Figure 1. Routed metal, one colour a layer.
Two of the layers only.
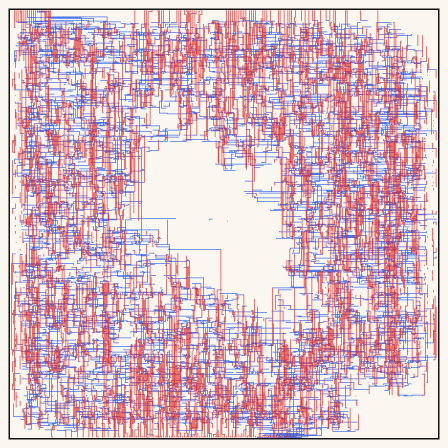
Figure 2. Congestion heat map.
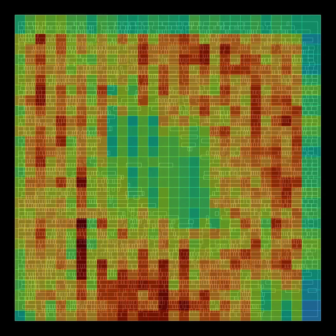
Figure 3. Layout detail.
Window x 142 to 167, y 39 to 64 um. Cells in grey, sequential cells in the stronger grey; small squares are vias.
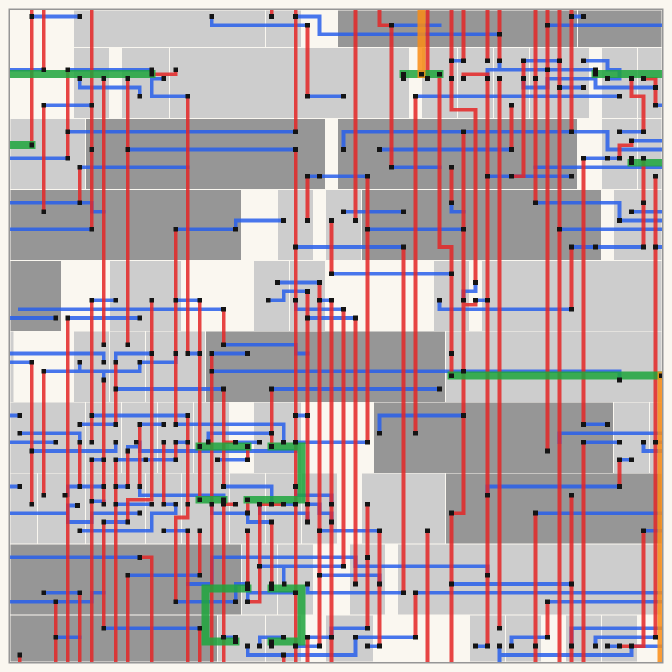
==> config.mk <==
export PLATFORM = sky130hd
export DESIGN_NAME = alu_slice_sequencer
export DESIGN_NICKNAME = d
export VERILOG_FILES = /design/src/rtl/alu_slice_sequencer.sv
export SDC_FILE = /design/constraint.sdc
export NUM_CORES = 1
export LEC_CHECK = 0
export ABC_AREA = 1
export CAP_MARGIN = 20
export CORE_MARGIN = 2
export CORE_UTILIZATION = 57
export DETAILED_ROUTE_END_ITERATION = 10
export GPL_ROUTABILITY_DRIVEN = 0
export GPL_TIMING_DRIVEN = 0
export PLACE_DENSITY = 0.89
export REMOVE_ABC_BUFFERS = 1
export SLEW_MARGIN = 20
export SYNTH_ARGS = -nofsm -noshare
export SYNTH_HDL_FRONTEND = slang
export SYNTH_SLANG_ARGS = --single-unit
==> constraint.sdc <==
create_clock -name clk -period 3.65 [get_ports clk]
set_input_delay 0.73 -clock clk [delete_from_list [all_inputs] [get_ports clk]]
set_output_delay 0.73 -clock clk [all_outputs]
set_load 0.05 [all_outputs]
==> reports/results.txt <==
Global-route wire length before repair: 94600 um
Final Max Slew Viols: 0
Tapcells: 525
ANT cells: 10
Registers, synthesis: 526
Multi-input gate area: 8070 sq um
Non-clock inverters: 271
Synth top area share: 56.7%
CP Launch Type: register
Worst r2r path cells: 10
Max-Cap Viols: 0
Largest net degree at the start of global routing: 167
Seq/total area: 44.8%
Main synth FF type: dfrtp_1
Post-DP Area: 27600 sq um
Most numerous logic cells after layout: nand2_1, dfrtp_1, clkdlybuf4s50_1, o21ai_1, inv_1
Clk pwr share: 26.8%
Final Power: 20400 uW
CP Capture Type: output port
Filler Cell Count: 2690
Cell Type Count: 21
Outcome: complete, no violations
Met3 usage in global routing: 7.62%
Die W: 206 um
CTS Buf Count: 53
Flop+latch power: 7840 uW
Final number of setup-violating endpoints: 0
Async SR Flop Fraction: 100%
Top power group: sequential cells
Dpl cells: 3621
Violation tally from detailed-route iteration zero: 1686
Clock latency on the worst-skew pair: 0.61 ns
Final Hold Fails: 0
Clk root buf: clkbuf_16
# resized after CTS: 0
Clock skew: 0.0252 ns
Antenna violations before repair: 13
Area Growth Syn to Fin: 26.7%
Most numerous cell in the Yosys netlist: nand2_1
Highest clock rate: 314 MHz
Setup TNS: 0 ns
Biggest Area Class: sequential cells
Clk sinks: 526
Comb gates: 1873
Die Y: 206 um
# hold bufs at CTS: 0
Number of logged tool warnings: 32
Crit-path cells: inv_2 > nand2_4 > nor3_1 > clkdlybuf4s50_1
EDFF count, synth: 0
Leakage: 0.0148 uW
R2r setup slk: 0.63 ns
Clock-cell share: 5.99%
Delay-heaviest family, CP: buffers and inverters
Floorplan core density: 58.0%
Drt first pass iters: 6
Comb area share: 27.4%
Dpl ws: -0.279 ns
Critical-path top delay cell: clkdlybuf4s50_1
Synth Area per Inst: 8.10 sq um
## Picture notes: Figure 1
M1: in blue, wire length 22.4 mm. M2: in red, wire length 28.6 mm.
Routed WL: 58100 um
drt wl/cell: 15.6 um
GR Util All Layers: 27.7%
Vias: 20100

## Picture notes: Figure 2
M2 GR Usage: 46.6%
Layout Utilization: 73.5%

## Picture notes: Figure 3
M3: in green. M2: in red. M1: in blue. M4: in orange.
62 logic cells have their middle in the window. Most frequent: nand2_1 (28), dfrtp_1 (10), nand3_1 (6). Sequential cells in the window: 10.

No activity file was given, so power comes from the tool's default toggle rates.
